run_1/port_trees.png
(4 px per micron)
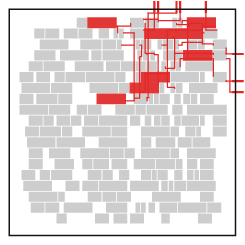
run_1/layers.png
(8 px per micron) Two of the layers only.
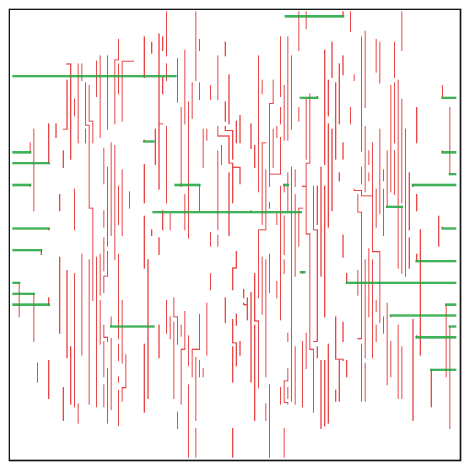
run_1/placed.png
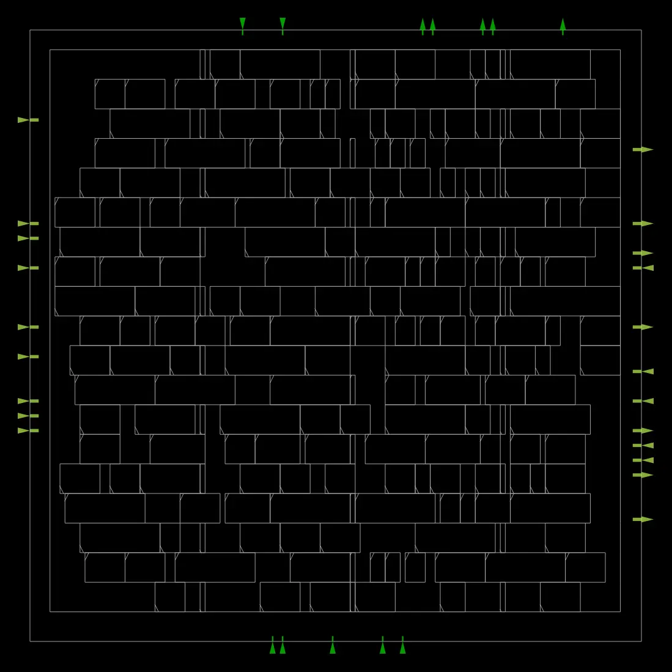
### src/rtl/serial_adder.sv
// serial_adder: multi-cycle adder producing {cout,sum} = a + b + cin, BITS_PER_CYCLE bits per clock, LSB first.
// Optional subtract mode (port sub) is built when the macro SERIAL_ADDER_SUB_EN is defined.
module serial_adder #(
    parameter int WIDTH          = 8,
    parameter int BITS_PER_CYCLE = 1
) (
    input  logic             clk,
    input  logic             rst_n,
    input  logic             in_valid,
    output logic             in_ready,
    input  logic [WIDTH-1:0] a,
    input  logic [WIDTH-1:0] b,
    input  logic             cin,
`ifdef SERIAL_ADDER_SUB_EN
    input  logic             sub,
`endif
    output logic             out_valid,
    input  logic             out_ready,
    output logic [WIDTH-1:0] sum,
    output logic             cout,
    output logic             busy
);
    localparam int K     = (BITS_PER_CYCLE < 1) ? 1 : BITS_PER_CYCLE;
    localparam int STEPS = WIDTH / K;
    localparam int CW    = (STEPS > 1) ? $clog2(STEPS) : 1;
    localparam logic [CW-1:0] LAST_STEP = CW'(STEPS - 1);

    if ((WIDTH < 1) || (BITS_PER_CYCLE < 1) || ((WIDTH % K) != 0)) begin : g_bad_cfg
        $error("serial_adder: BITS_PER_CYCLE must be >= 1 and divide WIDTH exactly");
    end

    typedef enum logic [1:0] {
        IDLE = 2'd0,
        RUN  = 2'd1,
        DONE = 2'd2
    } state_t;

    state_t             state_q;
    logic [WIDTH-1:0]   a_q;
    logic [WIDTH-1:0]   b_q;
    logic [WIDTH-1:0]   sum_q;
    logic [CW-1:0]      cnt_q;
    logic               carry_q;
    logic               cout_q;
    logic               in_ready_q;
    logic               out_valid_q;
    logic               busy_q;

    logic [K:0]         slice_d;
    logic [WIDTH-1:0]   sum_shift_d;
    logic [WIDTH-1:0]   b_load_d;
    logic               carry_load_d;

    // In subtract mode the operand B is inverted and the carry forced to 1 (two's complement).
`ifdef SERIAL_ADDER_SUB_EN
    assign b_load_d     = sub ? ~b : b;
    assign carry_load_d = sub ? 1'b1 : cin;
`else
    assign b_load_d     = b;
    assign carry_load_d = cin;
`endif

    // One K-bit adder slice working on the low bits of the operand shift registers.
    always_comb begin
        slice_d = {1'b0, a_q[K-1:0]} + {1'b0, b_q[K-1:0]} + {{K{1'b0}}, carry_q};
    end

    if (K < WIDTH) begin : g_shift
        assign sum_shift_d = {slice_d[K-1:0], sum_q[WIDTH-1:K]};
    end else begin : g_full
        assign sum_shift_d = slice_d[K-1:0];
    end

    // Control FSM and datapath registers; handshake flags are registered alongside the state.
    always_ff @(posedge clk) begin
        if (!rst_n) begin
            state_q     <= IDLE;
            a_q         <= {WIDTH{1'b0}};
            b_q         <= {WIDTH{1'b0}};
            sum_q       <= {WIDTH{1'b0}};
            cnt_q       <= {CW{1'b0}};
            carry_q     <= 1'b0;
            cout_q      <= 1'b0;
            in_ready_q  <= 1'b0;
            out_valid_q <= 1'b0;
            busy_q      <= 1'b0;
        end else begin
            case (state_q)
                IDLE: begin
                    in_ready_q <= 1'b1;
                    if (in_valid && in_ready_q) begin
                        a_q        <= a;
                        b_q        <= b_load_d;
                        carry_q    <= carry_load_d;
                        cnt_q      <= {CW{1'b0}};
                        state_q    <= RUN;
                        in_ready_q <= 1'b0;
                        busy_q     <= 1'b1;
                    end
                end
                RUN: begin
                    a_q     <= a_q >> K;
                    b_q     <= b_q >> K;
                    carry_q <= slice_d[K];
                    sum_q   <= sum_shift_d;
                    cnt_q   <= cnt_q + CW'(1);
                    if (cnt_q == LAST_STEP) begin
                        state_q     <= DONE;
                        cout_q      <= slice_d[K];
                        out_valid_q <= 1'b1;
                    end
                end
                DONE: begin
                    if (out_ready) begin
                        state_q     <= IDLE;
                        out_valid_q <= 1'b0;
                        busy_q      <= 1'b0;
                        in_ready_q  <= 1'b1;
                    end
                end
                default: begin
                    state_q     <= IDLE;
                    in_ready_q  <= 1'b0;
                    out_valid_q <= 1'b0;
                    busy_q      <= 1'b0;
                end
            endcase
        end
    end

    assign in_ready  = in_ready_q;
    assign out_valid = out_valid_q;
    assign busy      = busy_q;
    assign sum       = sum_q;
    assign cout      = cout_q;

endmodule
### config.mk
export PLATFORM = sky130hd
export DESIGN_NAME = serial_adder
export DESIGN_NICKNAME = d
export VERILOG_FILES = /design/src/rtl/serial_adder.sv
export SDC_FILE = /design/constraint.sdc
export NUM_CORES = 1
export LEC_CHECK = 0
export CAP_MARGIN = 20
export CORE_MARGIN = 1.5
export CORE_UTILIZATION = 57
export CTS_BUF_LIST = sky130_fd_sc_hd__clkbuf_8
export CTS_CLUSTER_SIZE = 28
export DETAILED_ROUTE_END_ITERATION = 12
export PLACE_DENSITY = 0.88
export SYNTH_ARGS = -nofsm -noshare
export SYNTH_HDL_FRONTEND = slang
export SYNTH_SLANG_ARGS = --single-unit
### constraint.sdc
create_clock -name clk -period 4.2 [get_ports clk]
set_input_delay 0.42 -clock clk [delete_from_list [all_inputs] [get_ports clk]]
set_output_delay 0.42 -clock clk [all_outputs]
set_load 0.03 [all_outputs]
==> results.yml, run 1 <==
# flow metrics
logic_synthesis:
  synth-area-yosys_sq_um: 1610
  syn-instance-count: 159
  synth_stat.cells: 159
  synth_seq_share_pct: 42.2
sta:
  relSlewSlack_pct: 49.1
  worst_slack_ns: 2.22
  timing_worst_slew_pin_value_ns: 0.763
  drv_slew: 0
  report.final.setup_viol: 0
  fmax_mhz: 506
  hold-worst-slack_ns: 0.464
  clock-skew-final_ns: 0.00669
grt:
  overflow: 0
  first_global_vias: 1224
min_path:
  holdPathEnd: "sum[0]"
  hold_depth: 2
  worstHoldStart: "sum[0]"
placed_design:
  finalWeightedCongestion: 0.707
  post-dp-hpwl_microns: 2280
  dpl_worst_slack_ns: 1.77
job:
  max-cap-violations: 0
cells_and_area:
  final_layout_top_logic_cell: "sky130_fd_sc_hd__dfxtp_1"
  area.combinational_sq_um: 846
  n_fill_cell: 211
critical_path:
  timing.rr.start: "state_q[1]"
  critPathRequiredTime_ns: 4.37
  max_stage_delay_ns: 0.34
  startpoint: "state_q[1]"
  critPathMaxFanout: 40
  criticalPathCategory: "flop to flop"
  critical_path_buf_inv_count: 2
  length_in_cells_of_the_worst_reg_to_reg_path: 5
  setup.worst_path.end: "b_q[5]"
cts:
  cts.repair.resized: 0
  clock_transition_at_path_regs_ns: 0.07
  cts-htree-levels: 2
  cts_inserted_buffers: 5
  ctsLongestPathBuffers: 2
  clock_insertion_delay_worst_skew_ns: 0.28
  cts_tree: "yes"
floorplanning:
  initial_utilization_pct: 59.6
  die_height_microns: 56.2
  die.size.x_microns: 56.2
  chip_area_sq_um: 3160
  floorplan.core_area_sq_um: 2710
route:
  drt-initial-drc-count: 29
  residual_drc_count: 0
  antenna_violating_nets_post_route: 0
outcome:
  status: "finished clean"
-- port_trees.png (at the start) --
red -> sum  # bits 8, direction output, edge 5 north, 3 east, end cells 8, buffers 8, wire 252 microns
total I/O pin count: 33
number of buffers inserted by port buffering: 32

-- layers.png (at the start) --
red -> M2  # wire length 1680 microns
green -> M3  # wire length 130 microns
global-route usage over all layers: 22.2%
detail-routed net length per standard cell: 15.8 microns
DRT Wirelength: 3440 microns
via count: 1253

-- placed.png (at the start) --
sequential share of cell area: 33.4%
# rows: 19
flip-flop and latch count: 34
final core utilization: 75.2%

==> run 1: metrics by stage <==
step	power (W)	instance area (sq um)	instances
2_1_floorplan	0.000461	1610	159
3_3_place_gp	0.000489	1900	208
3_5_place_dp	0.000501	1910	209
4_1_cts	0.000730	1990	215
5_1_grt	0.000761	2040	217
6_report	0.000733	2040	217
==> run 1: cells in the mapped netlist <==
| library cell | instances | area [sq um] |
|---|---|---|
| sky130_fd_sc_hd__a21boi_0 | 13 | 97.6 |
| sky130_fd_sc_hd__a21oi_1 | 4 | 20.0 |
| sky130_fd_sc_hd__and4bb_2 | 1 | 12.5 |
| sky130_fd_sc_hd__buf_1 | 1 | 3.75 |
| sky130_fd_sc_hd__buf_12 | 1 | 20.0 |
| sky130_fd_sc_hd__buf_6 | 2 | 22.5 |
| sky130_fd_sc_hd__clkbuf_1 | 11 | 41.3 |
| sky130_fd_sc_hd__dfxtp_1 | 34 | 681 |
| sky130_fd_sc_hd__fa_1 | 1 | 20.0 |
| sky130_fd_sc_hd__ha_1 | 2 | 25.0 |
| sky130_fd_sc_hd__inv_1 | 1 | 3.75 |
| sky130_fd_sc_hd__mux2_2 | 4 | 45.0 |
| sky130_fd_sc_hd__mux2_4 | 11 | 165 |
| sky130_fd_sc_hd__nand2_1 | 24 | 90.1 |
| sky130_fd_sc_hd__nand2b_1 | 3 | 18.8 |
| sky130_fd_sc_hd__nand3_1 | 3 | 15.0 |
| sky130_fd_sc_hd__nand3b_1 | 1 | 7.51 |
| sky130_fd_sc_hd__nor2_1 | 2 | 7.51 |
| sky130_fd_sc_hd__nor2b_1 | 2 | 12.5 |
| sky130_fd_sc_hd__nor3_1 | 1 | 5.00 |
| sky130_fd_sc_hd__o21a_1 | 1 | 7.51 |
| sky130_fd_sc_hd__o21ai_0 | 6 | 30.0 |
| sky130_fd_sc_hd__o21bai_1 | 15 | 113 |
| sky130_fd_sc_hd__o311a_1 | 15 | 150 |
==> run 1: area by class of cell <==
cell class,instances,share of cell area (%)
Sequential cell,34,33.4
Multi-Input combinational cell,109,41.5
Timing Repair Buffer,36,18.9
Inverter,1,0.184
Clock buffer,6,4.05
Tap cell,31,1.90
==> run 1: logic make-up (layout without fill, tap and decap cells) <==
family | count (synthesis) | in the layout | share of synthesized area [%]
DFF | 34 | 34 | 42.2
and+or+nand+nor | 37 | 37 | 10.5
muxes | 15 | 15 | 13.0
AOI/OAI and AO/OA | 54 | 54 | 25.9
buffers and inverters | 16 | 43 | 5.66
adders and majority gates | 3 | 3 | 2.79
==> run 1: power by group <==
part           leakage, nW  internal (W)  total (W)  switching, W
clock network       0.0431      0.000126   0.000233      0.000107
registers            0.278      0.000345   0.000359     0.0000133
logic                0.485     0.0000808   0.000141     0.0000602
==> run 1: registers in the layout (all words and copies together) (netlist names) <==
register and cells:
a_q 8, b_q 8, sum 8, cnt_q 3
state_q 2, busy 1, carry_q 1, cout 1
in_ready 1, out_valid 1
==> run 1: layer usage <==
layer	part of all wire (%)	track usage, %	vias to the layer above
met1	45	26.3	586
met3	3.8	6.28	10
met4	2.3	10.5	0
met5	0	0	-
met2	49	37.0	30
li1	-	-	627
==> inputs of run 2 (changes only) <==
--- a/config.mk
+++ b/config.mk
@@ -7,11 +7,11 @@
 export LEC_CHECK = 0
 export CAP_MARGIN = 20
 export CORE_MARGIN = 1.5
-export CORE_UTILIZATION = 57
+export CORE_UTILIZATION = 47
 export CTS_BUF_LIST = sky130_fd_sc_hd__clkbuf_8
 export CTS_CLUSTER_SIZE = 28
 export DETAILED_ROUTE_END_ITERATION = 12
-export PLACE_DENSITY = 0.88
+export PLACE_DENSITY = 0.78
 export SYNTH_ARGS = -nofsm -noshare
 export SYNTH_HDL_FRONTEND = slang
 export SYNTH_SLANG_ARGS = --single-unit
==> constraint.sdc (replaced) <==
create_clock -name clk -period 1.61 [get_ports clk]
set_input_delay 0.161 -clock clk [delete_from_list [all_inputs] [get_ports clk]]
set_output_delay 0.161 -clock clk [all_outputs]
set_load 0.03 [all_outputs]
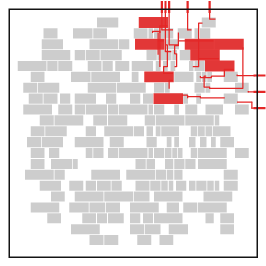
run_2/port_trees.png
(4 px per micron)
red -> sum  # bits 8, direction output, edge 5 north, 3 east, end cells 8, buffers 8, wire 169 microns

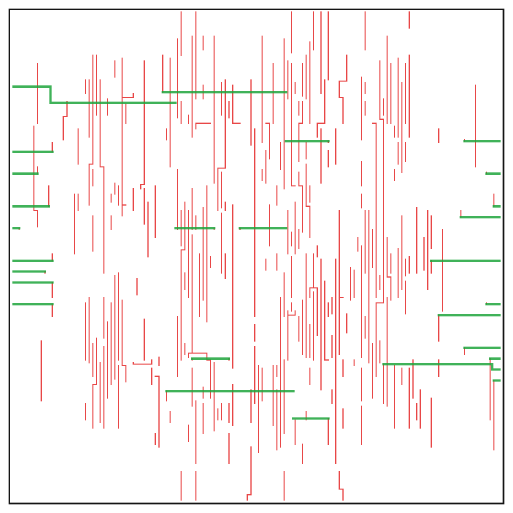
run_2/layers.png
(8 px per micron) Two of the layers only.
green -> M3  # wire length 160 microns
red -> M2  # wire length 1550 microns
global-route usage over all layers: 18.8%
via count: 1256
DRT Wirelength: 3210 microns
detail-routed net length per standard cell: 13.4 microns

==> run 2 against run 1 <==
  * Setup slack lost 2.2 ns
  * Die area grew 20%
  * Sequential cell count is the same
  * Sequential share of layout area shrank 0.72 points
  * First-iteration DRC count grew 21%
  * Power grew to 2.6 times the previous value
  * Synthesized area is the same
  * Register-to-register slack lost 2.1 ns
  * Via count grew 0.24%
  * Final cell count grew 10%
  * Clock skew shrank 0.0025 ns
==> results.yml, run 2 <==
# flow metrics
cts:
  cts.repair.resized: 0
  cts_tree: "yes"
  cts_inserted_buffers: 5
  clock_insertion_delay_worst_skew_ns: 0.29
  cts-htree-levels: 2
  clock_transition_at_path_regs_ns: 0.06
grt:
  overflow: 0
critical_path:
  critPathRequiredTime_ns: 1.45
  critPathMaxFanout: 4
  max_stage_delay_ns: 0.71
  cp_capture_type: "output pin"
  critical_path_buf_inv_count: 1
  criticalPathCategory: "flop to output pin"
outcome:
  status: "finished clean"
floorplanning:
  top_level_ports: 33
  chip_area_sq_um: 3790
  num_rows: 21
  initial_utilization_pct: 48.8
  die.size.x_microns: 61.6
sta:
  timing_worst_slew_pin_value_ns: 0.412
  relSlewSlack_pct: 72.4
  worst_slack_ns: 0.0533
  clock-skew-final_ns: 0.00418
  drv_slew: 0
  report.final.setup_viol: 0
  hold-worst-slack_ns: 0.468
  fmax_mhz: 642
logic_synthesis:
  flop_cell: "sky130_fd_sc_hd__dfxtp_1"
  synth_stat.cells: 159
  postSynth.asyncResetShare_pct: 0
  synth_largest_type_area_fraction_pct: 42.2
  synth-area-yosys_sq_um: 1610
  syn-instance-count: 159
  synth_top_cell_by_count: "sky130_fd_sc_hd__dfxtp_1"
  synth_seq_share_pct: 42.2
  yosys-top-cells-count: "34 x sky130_fd_sc_hd__dfxtp_1, 24 x sky130_fd_sc_hd__nand2_1, 15 x sky130_fd_sc_hd__o21bai_1, 15 x sky130_fd_sc_hd__o311a_1, 13 x sky130_fd_sc_hd__a21boi_0"
  synth_area_leader_cell: "sky130_fd_sc_hd__dfxtp_1"
cells_and_area:
  final_layout_top_logic_cell: "sky130_fd_sc_hd__dfxtp_1"
  final_layout_top_logic_cells: "34 x sky130_fd_sc_hd__dfxtp_1, 32 x sky130_fd_sc_hd__clkdlybuf4s50_1, 24 x sky130_fd_sc_hd__nand2_1"
  proportion_of_layout_cells_with_a_drive_suffix_above_1_pct: 17.6
route:
  antenna_violating_nets_post_route: 0
  drt-initial-drc-count: 35
  residual_drc_count: 0
  via_per_inst: 5.26
job:
  max-cap-violations: 0
placed_design:
  finalWeightedCongestion: 0.741
  dpl_worst_slack_ns: 0.140
  post-dp-hpwl_microns: 2280
## run 2: cell counts after synthesis
Identical to the previous run, type by type.
## run 2: worst paths after layout
path / start / to / slack (ns) / depth (start not counted)
min: out_valid / out_valid / 0.47 / 2
max: in_ready / in_ready / 0.05 / 1
min reg2reg: out_valid / out_valid / 0.47 / 2
max reg2reg: a_q[0] / carry_q / 0.16 / 3
## run 2: per-stage QoR
stage	power (W)	util, %	instances	instance area (sq um)
after detailed placement	0.00132	60.1	231	1990
after CTS	0.00197	62.8	239	2080
after floorplan	0.00120	-	159	1610
after global placement	0.00130	60.1	231	1990
final	0.00194	62.9	239	2080
after global routing	0.00203	62.9	239	2080
## run 2: logic make-up after synthesis
family          count (synthesis)  share of synthesized area (%)
mux                            15                           13.0
simple gates                   37                           10.5
compound gates                 54                           25.9
flops                          34                           42.2
fa+ha+maj                       3                           2.79
buf+inv                        16                           5.66
## run 2: area by class of cell
cell class / instances / area, sq um
fill: 296 / 1230
multi-input combinational: 109 / 848
sequential: 34 / 681
timing repair buffer: 41 / 400
clock buffer: 6 / 82.6
tap: 46 / 57.6
clock inverter: 2 / 8.76
inverter: 1 / 3.75
## run 2: power by group
part,internal (W),switching (W)
Combinational,0.000215,0.000154
Clock,0.000338,0.000297
Sequential,0.000900,0.0000311
## run 2: routing by layer
metal / vias up / share of wire, % / track usage (%)
li1: 641 / - / -
met1: 581 / 45 / 22.7
met2: 27 / 48 / 30.2
met3: 7 / 5.0 / 6.51
met4: 0 / 1.8 / 8.21
met5: - / 0 / 0
No activity file was given, so power comes from the tool's default toggle rates.
